## config.mk

```make
export PLATFORM = sky130hd
export DESIGN_NAME = fir_2d_frame_ctrl
export DESIGN_NICKNAME = d
export VERILOG_FILES = /design/src/rtl/fir_ctrl_pkg.sv /design/src/rtl/fir_coeff_bank.sv /design/src/rtl/fir_2d_frame_ctrl.sv
export SDC_FILE = /design/constraint.sdc
export NUM_CORES = 1
export LEC_CHECK = 0
export CAP_MARGIN = 5
export CORE_ASPECT_RATIO = 2
export CORE_UTILIZATION = 50
export CTS_CLUSTER_SIZE = 16
export DETAILED_ROUTE_END_ITERATION = 12
export PLACE_DENSITY = 0.79
export SLEW_MARGIN = 5
export SYNTH_ARGS = -nofsm -noshare
export SYNTH_HDL_FRONTEND = slang
export SYNTH_SLANG_ARGS = --single-unit
```

## constraint.sdc

```tcl
create_clock -name CLK -period 45.2 [get_ports CLK]
set_input_delay 9.04 -clock CLK [delete_from_list [all_inputs] [get_ports CLK]]
set_output_delay 9.04 -clock CLK [all_outputs]
set_load 0.1 [all_outputs]
```

## src/rtl/fir_ctrl_pkg.sv

```systemverilog
// Shared definitions for the 2D FIR frame controller: state encoding, default sizing,
// and coefficient tap placement on the packed filter bus.
package fir_ctrl_pkg;

  localparam int unsigned DefNumTaps    = 25;
  localparam int unsigned DefCoeffWidth = 16;
  localparam int unsigned DefFirLatency = 34;
  localparam int unsigned DefLinePrime  = 2;

  typedef logic [2:0] state_t;

  localparam state_t StIdle   = 3'd0;
  localparam state_t StFill   = 3'd1;
  localparam state_t StPrime  = 3'd2;
  localparam state_t StActive = 3'd3;
  localparam state_t StDone   = 3'd4;

  // Tap 0 occupies the most significant word of the packed bus.
  function automatic int unsigned tap_offset(input int unsigned tap,
                                             input int unsigned num_taps,
                                             input int unsigned width);
    return (num_taps - 1 - tap) * width;
  endfunction

endpackage

```

## src/rtl/fir_coeff_bank.sv

```systemverilog
// Coefficient storage for the 2D FIR: active bank driving the filter, plus an optional
// shadow bank and pending-swap flag when FIR_CTRL_COEFF_SHADOW_EN is defined.
module fir_coeff_bank
  import fir_ctrl_pkg::*;
#(
  parameter int unsigned NUM_TAPS    = DefNumTaps,
  parameter int unsigned COEFF_WIDTH = DefCoeffWidth
) (
  input  logic                            CLK,
  input  logic                            RST,
  input  logic                            ce_i,
  input  logic                            wr_i,
  input  logic [4:0]                      addr_i,
  input  logic [COEFF_WIDTH-1:0]          data_i,
  input  logic                            commit_i,
  input  logic                            frame_start_i,
  input  logic                            busy_i,
  output logic [NUM_TAPS*COEFF_WIDTH-1:0] coeff_o,
  output logic                            pending_o
);

  logic [NUM_TAPS-1:0][COEFF_WIDTH-1:0] active_q;
  logic                                 wr_ok;

  assign wr_ok = ce_i & wr_i & (32'(addr_i) < NUM_TAPS);

`ifdef FIR_CTRL_COEFF_SHADOW_EN
  logic [NUM_TAPS-1:0][COEFF_WIDTH-1:0] shadow_q;
  logic                                 pending_q;
  logic                                 swap;

  // A commit while idle swaps at once; otherwise it waits for the next frame start.
  assign swap = ce_i & ((frame_start_i & (pending_q | commit_i)) | (commit_i & ~busy_i));

  always_ff @(posedge CLK or posedge RST) begin
    if (RST) begin
      active_q  <= '0;
      shadow_q  <= '0;
      pending_q <= 1'b0;
    end else begin
      if (swap) begin
        active_q <= shadow_q;
      end
      if (wr_ok) begin
        shadow_q[addr_i] <= data_i;
      end
      if (swap) begin
        pending_q <= 1'b0;
      end else if (ce_i & commit_i) begin
        pending_q <= 1'b1;
      end
    end
  end

  assign pending_o = pending_q;
`else
  logic unused_shadow_ctrl;

  assign unused_shadow_ctrl = ^{commit_i, frame_start_i, busy_i};

  always_ff @(posedge CLK or posedge RST) begin
    if (RST) begin
      active_q <= '0;
    end else if (wr_ok) begin
      active_q[addr_i] <= data_i;
    end
  end

  assign pending_o = 1'b0;
`endif

  always_comb begin
    coeff_o = '0;
    for (int unsigned i = 0; i < NUM_TAPS; i++) begin
      coeff_o[tap_offset(i, NUM_TAPS, COEFF_WIDTH) +: COEFF_WIDTH] = active_q[i];
    end
  end

endmodule

```

## src/rtl/fir_2d_frame_ctrl.sv

```systemverilog
// Frame sequencer for the 5x5 2D FIR: gates output-valid for one frame after pipeline
// fill and line-buffer priming. Define FIR_CTRL_COEFF_SHADOW_EN for double-buffered taps.
module fir_2d_frame_ctrl
  import fir_ctrl_pkg::*;
#(
  parameter int unsigned NUM_TAPS    = DefNumTaps,
  parameter int unsigned COEFF_WIDTH = DefCoeffWidth,
  parameter int unsigned FIR_LATENCY = DefFirLatency,
  parameter int unsigned LINE_PRIME  = DefLinePrime
) (
  input  logic                            CLK,
  input  logic                            RST,
  input  logic                            CE,
  input  logic [15:0]                     IMG_SIZE_X,
  input  logic [15:0]                     IMG_SIZE_Y,
  input  logic                            DIN_STRB,
  input  logic                            COEFF_WR,
  input  logic [4:0]                      COEFF_ADDR,
  input  logic [COEFF_WIDTH-1:0]          COEFF_DATA,
  input  logic                            COEFF_COMMIT,
  output logic [NUM_TAPS*COEFF_WIDTH-1:0] FILT_COEFF,
  output logic                            COEFF_PENDING,
  output logic                            FRAME_START,
  output logic                            LINE_END,
  output logic                            DOUT_STRB_EN,
  output logic                            FRAME_DONE,
  output logic                            BUSY
);

  state_t      state_q, state_d;
  logic        din_strb_q, din_strb_d;
  logic [15:0] x_q, x_d, y_q, y_d;
  logic [15:0] fill_q, fill_d, prime_q, prime_d, line_q, line_d, pix_q, pix_d;
  logic [1:0]  sub_q, sub_d;
  logic        frame_start_q, frame_start_d;
  logic        line_end_q, line_end_d;
  logic        dout_en_q, dout_en_d;
  logic        frame_done_q, frame_done_d;
  logic        busy_q, busy_d;
  logic        start_ev, line_last;

  assign start_ev  = CE & DIN_STRB & ~din_strb_q;
  assign line_last = (sub_q == 2'd2) && (pix_q == x_q);

  always_comb begin
    state_d    = state_q;
    din_strb_d = din_strb_q;
    x_d        = x_q;
    y_d        = y_q;
    fill_d     = fill_q;
    prime_d    = prime_q;
    line_d     = line_q;
    pix_d      = pix_q;
    sub_d      = sub_q;
    if (CE) begin
      din_strb_d = DIN_STRB;
      if (start_ev) begin
        // A rising strobe restarts the sequence from any state.
        state_d = StFill;
        x_d     = IMG_SIZE_X;
        y_d     = IMG_SIZE_Y;
        fill_d  = 16'(FIR_LATENCY);
        sub_d   = 2'd0;
        pix_d   = 16'd1;
      end else begin
        case (state_q)
          StFill: begin
            if (!DIN_STRB) begin
              state_d = StIdle;
            end else if (fill_q != 16'd0) begin
              fill_d = fill_q - 16'd1;
            end else if ((x_q == 16'd0) || (y_q == 16'd0)) begin
              state_d = StDone;
            end else begin
              state_d = StPrime;
              prime_d = 16'(LINE_PRIME);
              sub_d   = 2'd0;
              pix_d   = 16'd1;
            end
          end
          StPrime, StActive: begin
            if (!DIN_STRB) begin
              state_d = StIdle;
            end else if (line_last) begin
              sub_d = 2'd0;
              pix_d = 16'd1;
              if (state_q == StPrime) begin
                prime_d = prime_q - 16'd1;
                if (prime_q <= 16'd1) begin
                  state_d = StActive;
                  line_d  = y_q;
                end
              end else begin
                line_d = line_q - 16'd1;
                if (line_q <= 16'd1) begin
                  state_d = StDone;
                end
              end
            end else if (sub_q == 2'd2) begin
              sub_d = 2'd0;
              pix_d = pix_q + 16'd1;
            end else begin
              sub_d = sub_q + 2'd1;
            end
          end
          StDone:  state_d = StIdle;
          default: state_d = StIdle;
        endcase
      end
    end
  end

  // Outputs are registered from next-state so each lines up with its own sub-pixel.
  always_comb begin
    frame_start_d = start_ev;
    line_end_d    = CE && (state_d == StActive) && (sub_d == 2'd2) && (pix_d == x_q);
    dout_en_d     = (state_d == StActive);
    frame_done_d  = CE && (state_q != StDone) && (state_d == StDone);
    busy_d        = (state_d != StIdle);
  end

  always_ff @(posedge CLK or posedge RST) begin
    if (RST) begin
      state_q       <= StIdle;
      din_strb_q    <= 1'b0;
      x_q           <= '0;
      y_q           <= '0;
      fill_q        <= '0;
      prime_q       <= '0;
      line_q        <= '0;
      pix_q         <= '0;
      sub_q         <= '0;
      frame_start_q <= 1'b0;
      line_end_q    <= 1'b0;
      dout_en_q     <= 1'b0;
      frame_done_q  <= 1'b0;
      busy_q        <= 1'b0;
    end else begin
      state_q       <= state_d;
      din_strb_q    <= din_strb_d;
      x_q           <= x_d;
      y_q           <= y_d;
      fill_q        <= fill_d;
      prime_q       <= prime_d;
      line_q        <= line_d;
      pix_q         <= pix_d;
      sub_q         <= sub_d;
      frame_start_q <= frame_start_d;
      line_end_q    <= line_end_d;
      dout_en_q     <= dout_en_d;
      frame_done_q  <= frame_done_d;
      busy_q        <= busy_d;
    end
  end

  assign FRAME_START  = frame_start_q;
  assign LINE_END     = line_end_q;
  assign DOUT_STRB_EN = dout_en_q;
  assign FRAME_DONE   = frame_done_q;
  assign BUSY         = busy_q;

  fir_coeff_bank #(
    .NUM_TAPS   (NUM_TAPS),
    .COEFF_WIDTH(COEFF_WIDTH)
  ) u_coeff_bank (
    .CLK          (CLK),
    .RST          (RST),
    .ce_i         (CE),
    .wr_i         (COEFF_WR),
    .addr_i       (COEFF_ADDR),
    .data_i       (COEFF_DATA),
    .commit_i     (COEFF_COMMIT),
    .frame_start_i(start_ev),
    .busy_i       (busy_q),
    .coeff_o      (FILT_COEFF),
    .pending_o    (COEFF_PENDING)
  );

endmodule

```

==> impl_metrics.toml, run 1 <==
# yosys + openroad results
[outcome]
status = "finished clean"

[worst_setup_path]
worstSetupEndpointType = "register"
endpoint = "LINE_END"
r2r_end = "LINE_END"
crit_path_max_fanout = 11
r2r_slack_ns = 40.77
crit_path_start_kind = "input pin"

[logic_synthesis]
ys_cells = 1629
synth.area.mux_share_pct = 21.5
syn_avg_cell_area_um2 = 12.9
simple_gate_area_share_pct = 9.31
synth_top_flop_cell = "dfrtp_1"
yosys_area_mm2 = 0.0210
edf_count = 0
area_leaders = "dfrtp_1 60%, mux2_2 21%, nand2_1 2.6%"

[cells_and_area]
dominant_cells = "registers"
comb_share_pct = 28.4
num_antenna_cells = 3
bufAreaShareNonClock_pct = 17.4
instances_no_fill = 2634
clk_share_pct = 5.92
nFillCells = 3007
fin_nets = 2128
n_all_inverters = 20

[route]
vias_per_cell = 5.80
dr.first_iter.drc_count = 653
num_vias = 15300
wl_met1_um = 22800
routedWlPerCell_um = 26.9

[pwr]
internal-power_uw = 886
comb_power_uw = 533
pg_seq_uw = 549
seqPwrFrac_pct = 36.3
share_comb_of_total_power_pct = 35.2

[final_timing]
timing.fmax_ghz = 0.0807
setup_viol = 0
worst_slew_pin_slew_ns = 1.26
rsz0062_at_grt = "false"
relSlewSlack_pct = 15.7

[clocking]
hold_buffers = 0
cts_resized = 0
cts.clk_slew.worst_paths_ns = 0.07

[grt]
use_met2_pct = 60.4
gr-total-overflow = 0
antenna_found_initial = 2

[floorplan]
fp.dieH_um = 292
fp_util_pct = 50.9

[worst_hold_path]
hp-class = "reg2reg"
Fig. 1: run 1, clock distribution
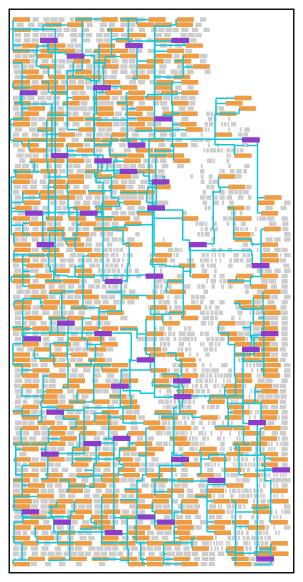
Purple is clock drivers, count 44. Orange is flip-flops, count 507. Cyan is clock wires, length 5,950 um.
Position of the flops: widely spread. There are 45 routed clock nets.
Clock group: 430 uW
Max Clock Skew: 0.0168 ns
clock share of power: 28.5%
clk latency late pin: 0.58 ns

Fig. 2: run 1, clock routing
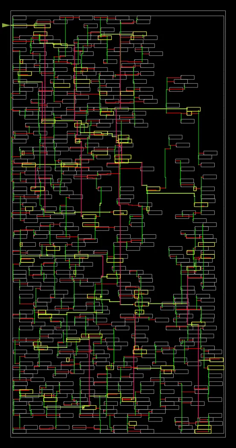
registers: 507
clk sinks: 507

Fig. 3: run 1, metal 1
Supply wires on this layer in grey.
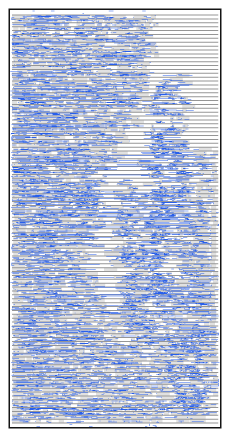
The longest straight run is 59.8 um. 1,883 nets have wire on it. The wires run mostly horizontal. The layer holds 32% of the routed length.
global routing usage on met1: 33.3%
Routed WL: 70,800 um

Fig. 4: run 1, placement by cell class
Bar = 50 um.
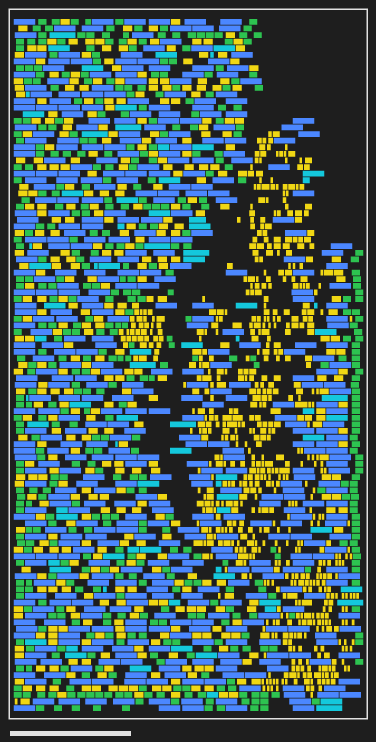
Cyan is clock drivers and dummy loads, cells 79. Blue is flops, cells 507. Yellow is combinational and other logic, cells 1,020. Green is other buffers and delay cells, cells 490.
core area: 0.0413 mm^2
fin area: 0.0278 mm^2

Fig. 5: run 1, cell sizes after repair
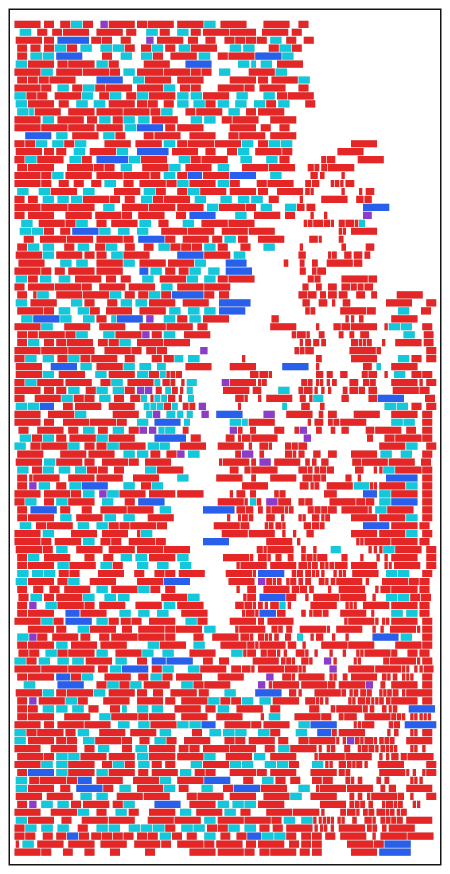

==> run 2: changes to the inputs <==
clock period = 12 ns   (was 45.2 ns; I/O delays follow)
Fig. 6: run 2, cell sizes after repair
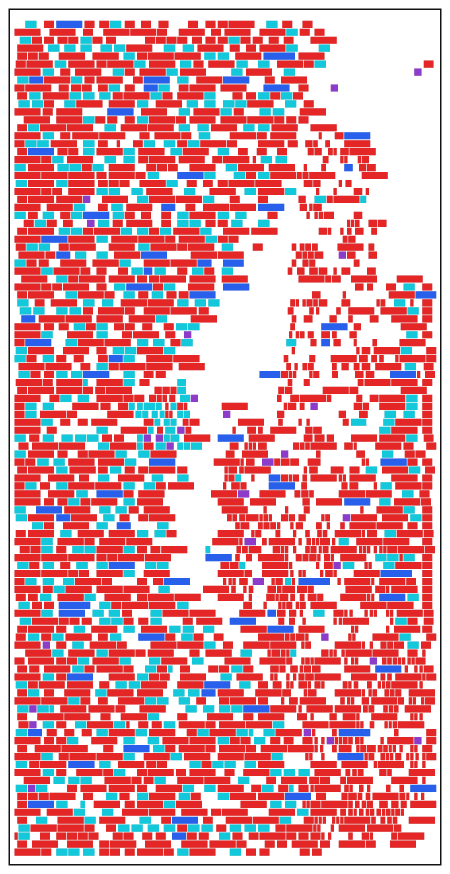
Purple is _3 and _4 cells, cells 29, most used buf_4. Red is _0 and _1 cells, cells 1,553, most used dfrtp_1. Blue is _6 and larger, cells 70, most used clkbuf_16. Cyan is _2 cells, cells 441, most used mux2_2.
area delta synth->final: 32.1%
number of non-clock buffers in the layout: 483
fin area: 0.0277 mm^2
crit path setup slack, layout: 6.43 ns

Fig. 7: run 2, placement by cell class
Bar = 50 um.
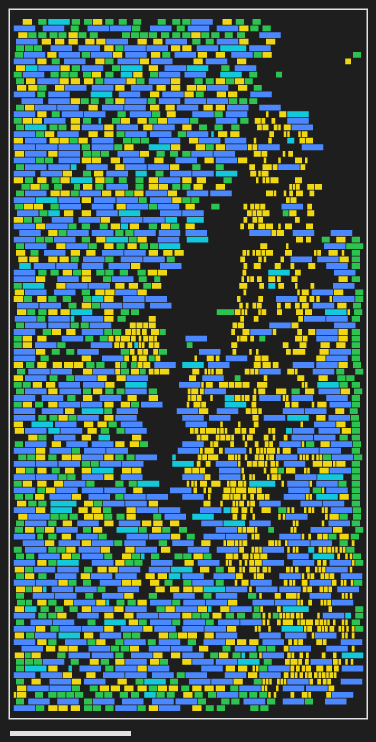
Yellow is combinational and other logic, cells 1,020. Cyan is clock drivers and dummy loads, cells 83. Green is other buffers and delay cells, cells 483. Blue is flops, cells 507.
row cnt: 105
Final Util: 67.2%
sequential share of cell area: 45.7%

==> impl_metrics.toml, run 2 <==
# yosys + openroad results
[outcome]
status = "finished clean"

[clocking]
numCtsBuffers = 45
cts_resized = 0
cts_sinks = 507
hold_buffers = 0
cts.clk_slew.worst_paths_ns = 0.07
clockRootBuffer = "clkbuf_16"
clkLatencyLatePin_ns = 0.57

[worst_setup_path]
r2r_end = "LINE_END"
crit_path_max_incr_delay_ns = 0.73
path_class = "in2reg"
crit_start = "DIN_STRB"
crit_path_max_fanout = 10
cp.depth = 10
cp_slowest_cell = "clkdlybuf4s50_1"
worstSetupEndpointType = "register"
crit_family = "simple AND/OR/NAND/NOR gates"
path_cells = "clkdlybuf4s50_1 -> nand4b_1 -> nor2_1 -> a21o_1 -> o211ai_1 -> a22oi_1 -> nand3_1 -> a2111oi_0 -> nand3_1 -> nor4b_2"
crit_path_start_kind = "input pin"
r2r_slack_ns = 7.81
crit_path_frequent_cell = "nand3_1"
endpoint = "LINE_END"

[logic_synthesis]
synth_cell_types = 66
yosys_area_mm2 = 0.0210
area_leaders = "dfrtp_1 60%, mux2_2 21%, nand2_1 2.6%"
synth_top_flop_cell = "dfrtp_1"
synth-xor-area-share_pct = 2.00
syn_avg_cell_area_um2 = 12.9
synth.area.mux_share_pct = 21.5
ys_cells = 1629
synthArstFlopShare_pct = 100
simple_gate_area_share_pct = 9.31
edf_count = 0

[pwr]
share_comb_of_total_power_pct = 35.5
comb_power_uw = 2000
clock_power_share_pct = 27.8
powerClk_uw = 1560
internal-power_uw = 3260
powerDensity_mw_per_mm2 = 203
seqPwrFrac_pct = 36.7
peakVddDrop_mv = 0.180
leakage_uw = 0.0126
pg_seq_uw = 2070

[route]
dr.first_iter.drc_count = 826
vias_per_cell = 5.78
drcViolationCount = 0
totalWireLength_um = 69600
num_vias = 15200
routedWlPerCell_um = 26.5
detail-route-antenna-nets = 0
wl_met1_um = 23200

[floorplan]
fp_util_pct = 50.9
n_tap_cell = 535
core_mm2 = 0.0413
fp.dieH_um = 292

[placed_design]
port_buffers = 462
place_inst = 2545

[grt]
use_met2_pct = 59.3
grt.met3_usage_pct = 9.05
grt_util_met1_pct = 33.5
antenna_found_initial = 1
gr-total-overflow = 0

[worst_hold_path]
hp-class = "reg2reg"
min_from = "line_q[11]"

[final_timing]
relSlewSlack_pct = 13.9
timing.fmax_ghz = 0.180
fin_worst_skew_ns = 0.0124
worst_slew_pin_slew_ns = 1.29
setup_viol = 0
rsz0062_at_grt = "false"
finalWorstPathRequiredPeriod_ns = 5.57

[cells_and_area]
regArea_mm2 = 0.0127
dominant_cells = "registers"
clk_share_pct = 5.73
num_antenna_cells = 0
seq_cells = 507
instances_no_fill = 2628
bufAreaShareNonClock_pct = 17.3
n_all_inverters = 20
nFillCells = 3011
fin_nets = 2122
nMultiInputCombCells = 1000
comb_share_pct = 28.5

[job]
warnings = 33
Fig. 8: run 2, clock distribution
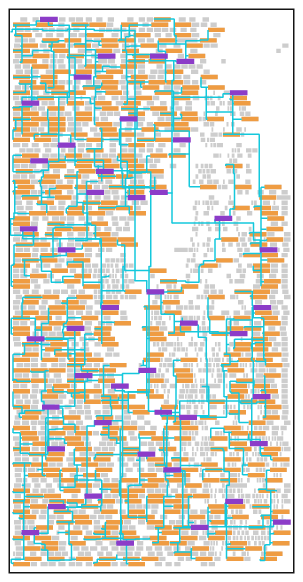

==> run 3: changes to the inputs <==
CORE_UTILIZATION = 46   (was 50)
PLACE_DENSITY = 0.77   (was 0.79)
clock period = 4.8 ns   (was 12 ns; I/O delays follow)
Fig. 9: run 3, clock distribution
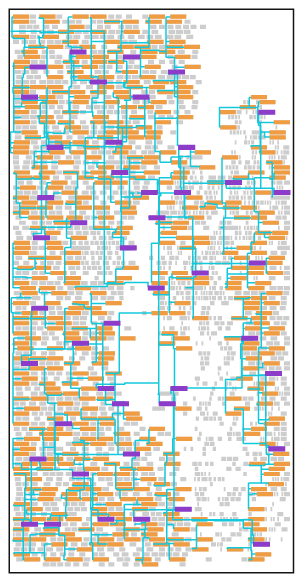
Orange is flip-flops, count 507. Purple is clock drivers, count 45. Cyan is clock wires, length 5,970 um.
There are 46 routed clock nets. Position of the flops: widely spread.
Max Clock Skew: 0.0224 ns
clock share of power: 27.7%
Clock group: 3900 uW

Fig. 10: run 3, placement by cell class
Bar = 50 um.
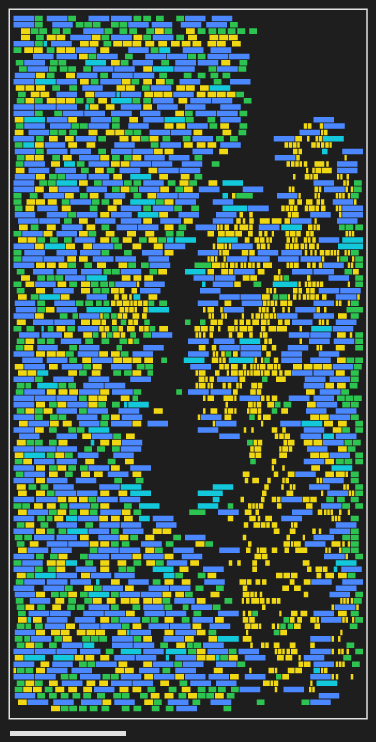
Blue is flops, cells 507. Green is other buffers and delay cells, cells 513. Cyan is clock drivers and dummy loads, cells 82. Yellow is combinational and other logic, cells 1,020.
row cnt: 110
core area: 0.0450 mm^2
Final Util: 62.3%
fin area: 0.0280 mm^2
sequential share of cell area: 45.2%

==> impl_metrics.toml, run 3 <==
# yosys + openroad results
[clocking]
numCtsBuffers = 45
cts_resized = 0
cts.clk_slew.worst_paths_ns = 0.07
cts_sinks = 507
clockRootBuffer = "clkbuf_16"

[floorplan]
fp.dieH_um = 304
n_tap_cell = 560
fp_util_pct = 46.7

[worst_setup_path]
r2r_slack_ns = 1.11
crit_path_start_kind = "register"
cp_slowest_cell = "o31ai_1"
endpoint = "LINE_END"
path_class = "reg2reg"
crit_start = "x_q[5]"
worstSetupEndpointType = "register"
path_cells = "or4_1 -> nand4b_1 -> and4_1 -> o31ai_1 -> a22o_1 -> xor2_1 -> nor4_1 -> nor4b_2"
crit_path_max_incr_delay_ns = 0.75

[final_timing]
finalWorstPathRequiredPeriod_ns = 3.69
setup_ws_ns = 1.11
setup_viol = 0
relSlewSlack_pct = 14.5
timing.fmax_ghz = 0.271
rsz0062_at_grt = "false"

[cells_and_area]
buffers = 513
num_antenna_cells = 2
instances_no_fill = 2684
comb_share_pct = 28.2
regArea_mm2 = 0.0127
bufAreaShareNonClock_pct = 18.0
seq_cells = 507
clk_share_pct = 5.75

[logic_synthesis]
synth-xor-area-share_pct = 2.00
synthArstFlopShare_pct = 100
syn_avg_cell_area_um2 = 12.9
synth.area.mux_share_pct = 21.5
yosys_area_mm2 = 0.0210
ys_cells = 1629
synth_cell_types = 66
edf_count = 0
simple_gate_area_share_pct = 9.31

[route]
num_vias = 15200
dr.first_iter.drc_count = 861
totalWireLength_um = 70000
vias_per_cell = 5.66
wl_met1_um = 23200

[grt]
grt.met3_usage_pct = 8.63
antenna_found_initial = 2

[worst_hold_path]
min_from = "line_q[11]"
hp-class = "reg2reg"

[pwr]
seqPwrFrac_pct = 36.7
pg_seq_uw = 5160
peakVddDrop_mv = 0.474
powerDensity_mw_per_mm2 = 501
internal-power_uw = 8160
share_comb_of_total_power_pct = 35.6

[job]
warnings = 34

[outcome]
status = "finished clean"
Power and IR drop assume default switching activity.
